--- src/rtl/bg_rom_reader.sv ---
// rtl/bg_rom_reader.sv - background ROM row fetcher and MSB-first pixel serialiser
// One ROM row is fetched per line during horizontal blank and shifted out across the active line.
module bg_rom_reader #(
  parameter int          ADDR_WIDTH = 8,
  parameter int          DATA_WIDTH = 240,
  parameter int          IMG_H      = 256,
  parameter int          H_REP      = 1,
  parameter int          V_REP      = 1,
  parameter logic [23:0] FG_COLOR   = 24'hFFFFFF,
  parameter logic [23:0] BG_COLOR   = 24'h000000
) (
  input  logic                  clk,
  input  logic                  rst_n,
  input  logic                  vs_in,
  input  logic                  hs_in,
  input  logic                  de_in,
  output logic [ADDR_WIDTH-1:0] rom_addr,
  input  logic [DATA_WIDTH-1:0] rom_data,
  output logic                  vs_out,
  output logic                  hs_out,
  output logic                  de_out,
  output logic [23:0]           rgb_out,
  output logic                  underrun
);

  localparam int              RW      = ADDR_WIDTH + 1;
  localparam int              BW      = $clog2(DATA_WIDTH + 1);
  localparam logic [RW-1:0]   IMG_H_R = RW'(IMG_H);
  localparam logic [2:0]      VMAX    = 3'(V_REP - 1);
  localparam logic [2:0]      HMAX    = 3'(H_REP - 1);
  localparam logic [BW-1:0]   BMAX    = BW'(DATA_WIDTH);

  typedef enum logic [1:0] {S_IDLE, S_WAIT, S_LOAD} state_e;

  state_e                state_q;
  logic                  vs_q, de_q;
  logic [RW-1:0]         row_q, row_d;
  logic [2:0]            vrep_q, vrep_d;
  logic                  row_valid_q, row_valid_d;
  logic                  line_ok_q;
  logic [DATA_WIDTH-1:0] shreg_q;
  logic [2:0]            hrep_q;
  logic [BW-1:0]         bit_cnt_q;
  logic                  fetch_start;
  logic                  vs_rise, de_fall, de_rise, pix;

  assign vs_rise = vs_in & ~vs_q;
  assign de_fall = ~de_in & de_q;
  assign de_rise = de_in & ~de_q;
  assign pix     = shreg_q[DATA_WIDTH-1] & line_ok_q & row_valid_q & (bit_cnt_q < BMAX);

  // Row sequencing; line ends are ignored until a frame start has validated the row counter.
  always_comb begin
    row_d       = row_q;
    vrep_d      = vrep_q;
    row_valid_d = row_valid_q;
    fetch_start = 1'b0;
    if (vs_rise) begin
      row_d       = '0;
      vrep_d      = '0;
      row_valid_d = 1'b1;
      fetch_start = 1'b1;
    end else if (de_fall && row_valid_q) begin
      if (vrep_q == VMAX) begin
        vrep_d = '0;
        if (row_q != IMG_H_R) row_d = row_q + RW'(1);
      end else begin
        vrep_d = vrep_q + 3'(1);
      end
      if (row_d >= IMG_H_R) row_valid_d = 1'b0;
      else                  fetch_start = 1'b1;
    end
  end

  always_ff @(posedge clk or negedge rst_n) begin
    if (!rst_n) begin
      state_q     <= S_IDLE;
      vs_q        <= 1'b0;
      de_q        <= 1'b0;
      row_q       <= '0;
      vrep_q      <= '0;
      row_valid_q <= 1'b0;
      line_ok_q   <= 1'b0;
      shreg_q     <= '0;
      hrep_q      <= '0;
      bit_cnt_q   <= '0;
      rom_addr    <= '0;
      vs_out      <= 1'b0;
      hs_out      <= 1'b0;
      de_out      <= 1'b0;
      rgb_out     <= '0;
      underrun    <= 1'b0;
    end else begin
      vs_q        <= vs_in;
      de_q        <= de_in;
      vs_out      <= vs_in;
      hs_out      <= hs_in;
      de_out      <= de_in;
      rgb_out     <= de_in ? (pix ? FG_COLOR : BG_COLOR) : 24'h0;
      row_q       <= row_d;
      vrep_q      <= vrep_d;
      row_valid_q <= row_valid_d;

      if (de_in) begin
        if (hrep_q == HMAX) begin
          hrep_q  <= '0;
          shreg_q <= shreg_q << 1;
          if (bit_cnt_q != BMAX) bit_cnt_q <= bit_cnt_q + BW'(1);
        end else begin
          hrep_q <= hrep_q + 3'(1);
        end
      end else begin
        hrep_q    <= '0;
        bit_cnt_q <= '0;
      end

      // A load landing inside an active line belongs to an underrun line and must not unblank it.
      if (fetch_start) begin
        rom_addr <= row_d[ADDR_WIDTH-1:0];
        state_q  <= S_WAIT;
      end else begin
        case (state_q)
          S_WAIT: state_q <= S_LOAD;
          S_LOAD: begin
            shreg_q <= rom_data;
            if (!de_in) line_ok_q <= 1'b1;
            state_q <= S_IDLE;
          end
          default: state_q <= S_IDLE;
        endcase
      end

      if (vs_rise || de_fall) line_ok_q <= 1'b0;
      if (de_rise && (state_q != S_IDLE || fetch_start)) begin
        line_ok_q <= 1'b0;
        underrun  <= 1'b1;
      end
    end
  end

endmodule
--- config.mk ---
export PLATFORM = sky130hd
export DESIGN_NAME = bg_rom_reader
export DESIGN_NICKNAME = d
export VERILOG_FILES = /design/src/rtl/bg_rom_reader.sv
export SDC_FILE = /design/constraint.sdc
export NUM_CORES = 1
export LEC_CHECK = 0
export CORE_MARGIN = 2
export CORE_UTILIZATION = 54
export CTS_BUF_LIST = sky130_fd_sc_hd__clkbuf_16
export CTS_CLUSTER_DIAMETER = 40
export DETAILED_ROUTE_END_ITERATION = 6
export MAX_ROUTING_LAYER = met4
export PLACE_DENSITY_LB_ADDON = 0.08
export SETUP_SLACK_MARGIN = 0.1
export SYNTH_ARGS = -nofsm -noshare
export SYNTH_HDL_FRONTEND = slang
export SYNTH_SLANG_ARGS = --single-unit
--- constraint.sdc ---
create_clock -name clk -period 5.2 [get_ports clk]
set_clock_uncertainty 0.05 [all_clocks]
set_input_delay 1.04 -clock clk [delete_from_list [all_inputs] [get_ports clk]]
set_output_delay 1.04 -clock clk [all_outputs]
set_load 0.03 [all_outputs]
==> run_1/wires.png <==
Drawn at 2 px/µm.
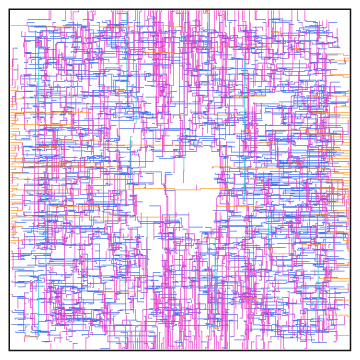
Blue marks metal 1, wire length 14600 µm. Cyan marks metal 4, wire length 741 µm. Magenta marks metal 2, wire length 14900 µm. Orange marks metal 3, wire length 2020 µm.

==> run_1/io_fan.png <==
Drawn at 2 px/µm.
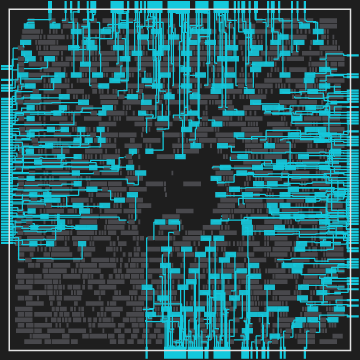
Cyan marks `rom_data`, bits 240, direction input, end cells 240, wire 8690 µm.

==> flow_summary.html, run 1 <==
<h3>Run summary</h3>
<table>
<tr><th>Metric</th><th>Value</th></tr>
<tr><th colspan="2">Outcome</th></tr>
<tr><td>Outcome</td><td>finished, violations left</td></tr>
<tr><td>Failing checks</td><td>DRC</td></tr>
<tr><th colspan="2">Power</th></tr>
<tr><td>Internal power contribution</td><td>5.57 mW</td></tr>
<tr><td>Proportion of total power due to net switching</td><td>27.1%</td></tr>
<tr><td>Overall power</td><td>7.64 mW</td></tr>
<tr><td>Total leakage power</td><td>9.92 nW</td></tr>
<tr><td>Flop pwr share</td><td>40.3%</td></tr>
<tr><td>Sw Pwr</td><td>2.07 mW</td></tr>
<tr><td>Highest ir drop seen on vdd</td><td>264 µV</td></tr>
<tr><td>Power in combinational cells</td><td>1.81 mW</td></tr>
<tr><td>Power per cell area</td><td>405 nW/µm²</td></tr>
<tr><td>Seq power</td><td>3.08 mW</td></tr>
<tr><td>Main power-consuming group</td><td>registers</td></tr>
<tr><th colspan="2">Detailed routing</th></tr>
<tr><td>Met3 WL</td><td>2020 µm</td></tr>
<tr><td>DR iter-0 viols</td><td>901</td></tr>
<tr><td>Detailed-route DRC error count</td><td>5</td></tr>
<tr><td>Via count of the routed design</td><td>10500</td></tr>
<tr><td>Avg Vias per Cell</td><td>5.03</td></tr>
<tr><td>Met2 wire length</td><td>14900 µm</td></tr>
<tr><td>Post-detailed-routing wire length</td><td>32300 µm</td></tr>
<tr><td>Post-route ant nets</td><td>0</td></tr>
<tr><td>Top metal layer carrying routed signals</td><td>met4</td></tr>
<tr><th colspan="2">Final timing</th></tr>
<tr><td>Aggregate negative setup slack</td><td>0 ns</td></tr>
<tr><td>Slew at the pin closest to its max-slew limit</td><td>1.16 ns</td></tr>
<tr><td>Final number of hold-violating endpoints</td><td>0</td></tr>
<tr><td>Worst setup slack after layout</td><td>1.73 ns</td></tr>
<tr><td>Post-Route Hold Slack</td><td>0.414 ns</td></tr>
<tr><td>Post-layout min period</td><td>3.47 ns</td></tr>
<tr><td>Final Max Tran Viols</td><td>0</td></tr>
<tr><th colspan="2">CTS</th></tr>
<tr><td>Total setup buffers inserted after CTS</td><td>0</td></tr>
<tr><td># clock sinks</td><td>280</td></tr>
<tr><td>Total CTS buffers</td><td>43</td></tr>
<tr><td>Count of H-tree levels built during CTS</td><td>2</td></tr>
<tr><td>Buffers from clock root to sink, at most</td><td>3</td></tr>
<tr><td>Worst-Skew Late Latency</td><td>0.52 ns</td></tr>
<tr><td>Root buffer cell</td><td>sky130_fd_sc_hd__clkbuf_16</td></tr>
<tr><th colspan="2">Place</th></tr>
<tr><td>IO buf count</td><td>280</td></tr>
<tr><td>Number of placed instances with taps included</td><td>2007</td></tr>
<tr><td>Total cell area at the placement stage</td><td>17400 µm²</td></tr>
<tr><td>Placer congestion estimate</td><td>0.811</td></tr>
<tr><th colspan="2">Synthesis</th></tr>
<tr><td>Post-synthesis cell count</td><td>1480</td></tr>
<tr><td>Combined area of all synthesized cells</td><td>14900 µm²</td></tr>
<tr><td>Cell accounting for the most synthesized area</td><td>sky130_fd_sc_hd__dfrtp_1</td></tr>
<tr><td>Largest type area fraction</td><td>47.2%</td></tr>
<tr><td>Leading cell types by count after synthesis</td><td>sky130_fd_sc_hd__nand2_1 (729), sky130_fd_sc_hd__dfrtp_1 (280), sky130_fd_sc_hd__mux2_4 (199)</td></tr>
<tr><td>Post-synth EDFFs</td><td>0</td></tr>
<tr><td>Main logic family</td><td>multiplexers</td></tr>
<tr><td>Syn Area/Cell</td><td>10.0 µm²</td></tr>
<tr><td>Most used flip-flop cell after synthesis</td><td>sky130_fd_sc_hd__dfrtp_1</td></tr>
<tr><td>Share of the synthesized netlist area taken by xor and xnor gates</td><td>0.648%</td></tr>
<tr><td>Post-synth area from yosys stat</td><td>14900 µm²</td></tr>
<tr><td>Total nets after synthesis</td><td>1733</td></tr>
<tr><td>Share of the yosys chip area belonging to registers</td><td>47.2%</td></tr>
<tr><td>Yosys cell types</td><td>39</td></tr>
<tr><td>Number of synthesis warnings</td><td>0</td></tr>
<tr><th colspan="2">Setup path</th></tr>
<tr><td>Required time of the critical path</td><td>5.55 ns</td></tr>
<tr><td>CP cell instances</td><td>clkdlybuf4s50_1, and3b_1, a31o_2, or3b_4, buf_12, buf_4, mux2_4</td></tr>
<tr><td>Buf/Inv on CP</td><td>3</td></tr>
<tr><td>Critical register-to-register path startpoint</td><td>vrep_q[0]$_DFFE_PN0P_</td></tr>
<tr><td>Sort of element at the end of the critical path</td><td>register</td></tr>
<tr><td>WP depth</td><td>7</td></tr>
<tr><td>Worst flop-to-flop path endpoint</td><td>shreg_q[113]$_DFF_PN0_</td></tr>
<tr><td>Slowest stage cell, crit path</td><td>sky130_fd_sc_hd__clkdlybuf4s50_1</td></tr>
<tr><td>R2R depth</td><td>9</td></tr>
<tr><td>Data arrival time at the worst-slack endpoint</td><td>3.82 ns</td></tr>
<tr><th colspan="2">Global route</th></tr>
<tr><td>Antenna violations before repair</td><td>5</td></tr>
<tr><td>Largest net degree at the start of global routing</td><td>241</td></tr>
<tr><td>Total gr overflow</td><td>0</td></tr>
<tr><td>Global-route wire length before repair</td><td>52400 µm</td></tr>
<tr><td>Total global-route track usage</td><td>23.0%</td></tr>
<tr><th colspan="2">Cells and area</th></tr>
<tr><td>Number of flip-flops in the largest register</td><td>240</td></tr>
<tr><td>Fillcell total</td><td>2017</td></tr>
<tr><td>ClkCell Share</td><td>7.41%</td></tr>
<tr><td>Number of non-clock buffers</td><td>294</td></tr>
<tr><td># clk buffers</td><td>45</td></tr>
<tr><td>Area occupied by multi-input gates</td><td>6940 µm²</td></tr>
<tr><td>Proportion of cell area occupied by multi-input gates</td><td>36.8%</td></tr>
<tr><td>Antenna diode count</td><td>6</td></tr>
<tr><td>Most frequently placed logic cell in the final layout</td><td>sky130_fd_sc_hd__nand2_1</td></tr>
<tr><td>Area added between synthesis and finish</td><td>26.9%</td></tr>
<tr><td>Comb_multi_in</td><td>1077</td></tr>
<tr><td>Cell kind with the greatest summed area</td><td>registers</td></tr>
<tr><td>Non-clock inverters</td><td>15</td></tr>
<tr><td>Largest registers in the final layout</td><td>shreg_q x240, row_q x9</td></tr>
<tr><td>Non-filler cells, final</td><td>2091</td></tr>
<tr><td>Flops</td><td>280</td></tr>
<tr><td>Summed area of non-filler cells in the final layout</td><td>18900 µm²</td></tr>
<tr><td>Ratio of cells with drive above 1 in the final layout</td><td>19.6%</td></tr>
<tr><td>Count of nets after finishing</td><td>1964</td></tr>
<tr><th colspan="2">Min path</th></tr>
<tr><td>Kind of path behind the tightest hold check</td><td>register to register</td></tr>
<tr><td>Hold endpoint</td><td>hrep_q[0]$_DFF_PN0_</td></tr>
<tr><td>Hold path start</td><td>hrep_q[0]$_DFF_PN0_</td></tr>
<tr><td>Worst Hold Depth</td><td>1</td></tr>
<tr><th colspan="2">Floorplanning</th></tr>
<tr><td>Placeable Area</td><td>27000 µm²</td></tr>
<tr><td>Chip width</td><td>170 µm</td></tr>
<tr><td>Overall die height</td><td>170 µm</td></tr>
</table>
==> run_1/congestion.png <==
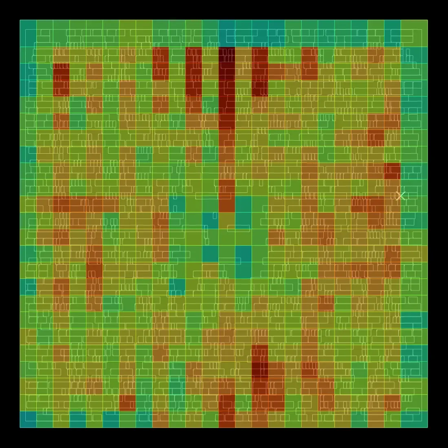
utilization of the core after routing: 70.0%
DR WL/cell: 15.5 µm
gr busiest metal: met2

==> run 2: changes to the inputs <==
--- a/config.mk
+++ b/config.mk
@@ -6,7 +6,7 @@
 export NUM_CORES = 1
 export LEC_CHECK = 0
 export CORE_MARGIN = 2
-export CORE_UTILIZATION = 54
+export CORE_UTILIZATION = 48
 export CTS_BUF_LIST = sky130_fd_sc_hd__clkbuf_16
 export CTS_CLUSTER_DIAMETER = 40
 export DETAILED_ROUTE_END_ITERATION = 6
==> constraint.sdc (replaced) <==
create_clock -name clk -period 2.85 [get_ports clk]
set_clock_uncertainty 0.05 [all_clocks]
set_input_delay 0.57 -clock clk [delete_from_list [all_inputs] [get_ports clk]]
set_output_delay 0.57 -clock clk [all_outputs]
set_load 0.03 [all_outputs]
==> flow_summary.html, run 2 <==
<h3>Run summary</h3>
<table>
<tr><th>Metric</th><th>Value</th></tr>
<tr><th colspan="2">Synthesis</th></tr>
<tr><td>Main logic family</td><td>multiplexers</td></tr>
<tr><td>Share of the synthesized netlist area taken by xor and xnor gates</td><td>0.648% (unchanged)</td></tr>
<tr><td>Post-synthesis cell count</td><td>1480 (unchanged)</td></tr>
<tr><td>Largest type area fraction</td><td>47.2% (unchanged)</td></tr>
<tr><td>Post-synth EDFFs</td><td>0 (unchanged)</td></tr>
<tr><td>Number of synthesis warnings</td><td>0 (unchanged)</td></tr>
<tr><td>Leading cell types by count after synthesis</td><td>sky130_fd_sc_hd__nand2_1 (729), sky130_fd_sc_hd__dfrtp_1 (280), sky130_fd_sc_hd__mux2_4 (199)</td></tr>
<tr><td>Total nets after synthesis</td><td>1733 (unchanged)</td></tr>
<tr><td>Cell accounting for the most synthesized area</td><td>sky130_fd_sc_hd__dfrtp_1</td></tr>
<tr><td>Combined area of all synthesized cells</td><td>14900 µm² (unchanged)</td></tr>
<tr><th colspan="2">Setup path</th></tr>
<tr><td>Sort of element at the end of the critical path</td><td>register</td></tr>
<tr><td>Buf/Inv on CP</td><td>1 (-2)</td></tr>
<tr><td>WP depth</td><td>7 (unchanged)</td></tr>
<tr><td>Slowest stage cell, crit path</td><td>sky130_fd_sc_hd__or4_4</td></tr>
<tr><td>CP cell instances</td><td>ha_2, nand4_1, or4_4, a31o_4, or3b_4, buf_12, mux2_4</td></tr>
<tr><td>R2R depth</td><td>7 (-2)</td></tr>
<tr><td>Data arrival time at the worst-slack endpoint</td><td>3.13 ns (-0.69 ns)</td></tr>
<tr><td>Worst flop-to-flop path endpoint</td><td>shreg_q[58]$_DFF_PN0_</td></tr>
<tr><th colspan="2">Cells and area</th></tr>
<tr><td>Number of non-clock buffers</td><td>322 (+9.5%)</td></tr>
<tr><td>Area occupied by multi-input gates</td><td>6970 µm² (+0.43%)</td></tr>
<tr><td>Antenna diode count</td><td>4 (-2)</td></tr>
<tr><td>Summed area of non-filler cells in the final layout</td><td>19500 µm² (+3.3%)</td></tr>
<tr><td>Largest registers in the final layout</td><td>shreg_q x240, row_q x9</td></tr>
<tr><td>Cell kind with the greatest summed area</td><td>registers</td></tr>
<tr><td>Fillcell total</td><td>2454 (+22%)</td></tr>
<tr><td>Comb_multi_in</td><td>1078 (+0.093%)</td></tr>
<tr><td>Non-filler cells, final</td><td>2175 (+4.0%)</td></tr>
<tr><td>Proportion of cell area occupied by multi-input gates</td><td>35.8% (-1.0 points)</td></tr>
<tr><td>Area added between synthesis and finish</td><td>31.1%</td></tr>
<tr><td>Most frequently placed logic cell in the final layout</td><td>sky130_fd_sc_hd__nand2_1</td></tr>
<tr><td>Non-clock inverters</td><td>15 (unchanged)</td></tr>
<tr><td>ClkCell Share</td><td>7.91% (+0.50 points)</td></tr>
<tr><td>Ratio of cells with drive above 1 in the final layout</td><td>20.9% (+1.3 points)</td></tr>
<tr><td># clk buffers</td><td>47 (+4.4%)</td></tr>
<tr><th colspan="2">Power</th></tr>
<tr><td>Total leakage power</td><td>10.2 nW (+3.0%)</td></tr>
<tr><td>Internal power contribution</td><td>10.8 mW (+94%)</td></tr>
<tr><td>Seq power</td><td>5.62 mW (+82%)</td></tr>
<tr><td>Overall power</td><td>14.6 mW (+91%)</td></tr>
<tr><td>Highest ir drop seen on vdd</td><td>483 µV (+83%)</td></tr>
<tr><td>Main power-consuming group</td><td>registers</td></tr>
<tr><td>Power per cell area</td><td>748 nW/µm² (+85%)</td></tr>
<tr><th colspan="2">CTS</th></tr>
<tr><td>Buffers from clock root to sink, at most</td><td>3 (unchanged)</td></tr>
<tr><td>Worst-Skew Late Latency</td><td>0.53 ns (about the same)</td></tr>
<tr><td>Total setup buffers inserted after CTS</td><td>0 (unchanged)</td></tr>
<tr><td># clock sinks</td><td>280 (unchanged)</td></tr>
<tr><th colspan="2">Floorplanning</th></tr>
<tr><td>Placeable Area</td><td>30500 µm² (+13%)</td></tr>
<tr><th colspan="2">Outcome</th></tr>
<tr><td>Outcome</td><td>finished, final reports clean</td></tr>
<tr><th colspan="2">Detailed routing</th></tr>
<tr><td>DR iter-0 viols</td><td>508 (-44%)</td></tr>
<tr><td>Met3 WL</td><td>2180 µm (+8.0%)</td></tr>
<tr><td>Top metal layer carrying routed signals</td><td>met4</td></tr>
<tr><td>Avg Vias per Cell</td><td>4.89 (-2.8%)</td></tr>
<tr><td>Met2 wire length</td><td>15600 µm (+4.3%)</td></tr>
<tr><th colspan="2">Final timing</th></tr>
<tr><td>Final Max Tran Viols</td><td>0 (unchanged)</td></tr>
<tr><td>Final number of hold-violating endpoints</td><td>0 (unchanged)</td></tr>
<tr><td>Aggregate negative setup slack</td><td>0 ns (unchanged)</td></tr>
<tr><td>Worst setup slack after layout</td><td>0.0701 ns (-1.66 ns)</td></tr>
<tr><td>Post-layout min period</td><td>2.78 ns</td></tr>
<tr><th colspan="2">Place</th></tr>
<tr><td>Placer congestion estimate</td><td>0.808 (-0.30%)</td></tr>
<tr><td>IO buf count</td><td>280 (unchanged)</td></tr>
<tr><td>Number of placed instances with taps included</td><td>2083 (+3.8%)</td></tr>
<tr><td>Total cell area at the placement stage</td><td>17800 µm² (+1.9%)</td></tr>
<tr><th colspan="2">Min path</th></tr>
<tr><td>Hold endpoint</td><td>underrun$_DFFE_PN0N_</td></tr>
<tr><td>Worst Hold Depth</td><td>1 (unchanged)</td></tr>
<tr><th colspan="2">Global route</th></tr>
<tr><td>Global-route wire length before repair</td><td>55400 µm (+5.8%)</td></tr>
<tr><td>Antenna violations before repair</td><td>4 (-1)</td></tr>
<tr><td>Largest net degree at the start of global routing</td><td>100 (-59%)</td></tr>
<tr><td>Gr busiest metal</td><td>met2</td></tr>
</table>
==> run_2/congestion.png <==
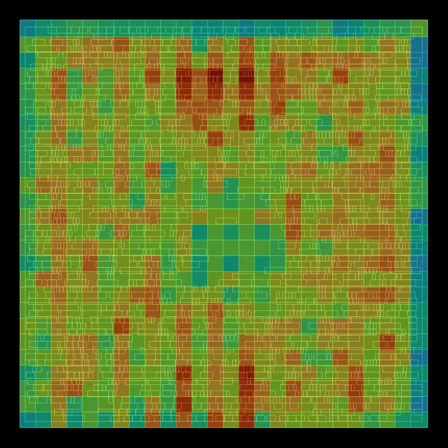
DR WL/cell: 15.7 µm
GR Layer Usage met3: 5.25%
met1 track demand over resource: 29.1%
met2 track demand over resource: 31.8%
utilization of the core after routing: 63.9%

==> run_2/io_fan.png <==
Drawn at 2 px/µm.
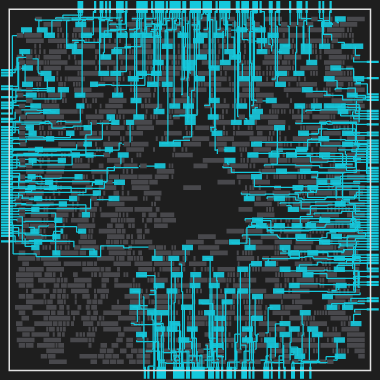
Cyan marks `rom_data`, bits 240, direction input, end cells 240, wire 8930 µm.

No activity file was given, so power comes from the tool's default toggle rates.
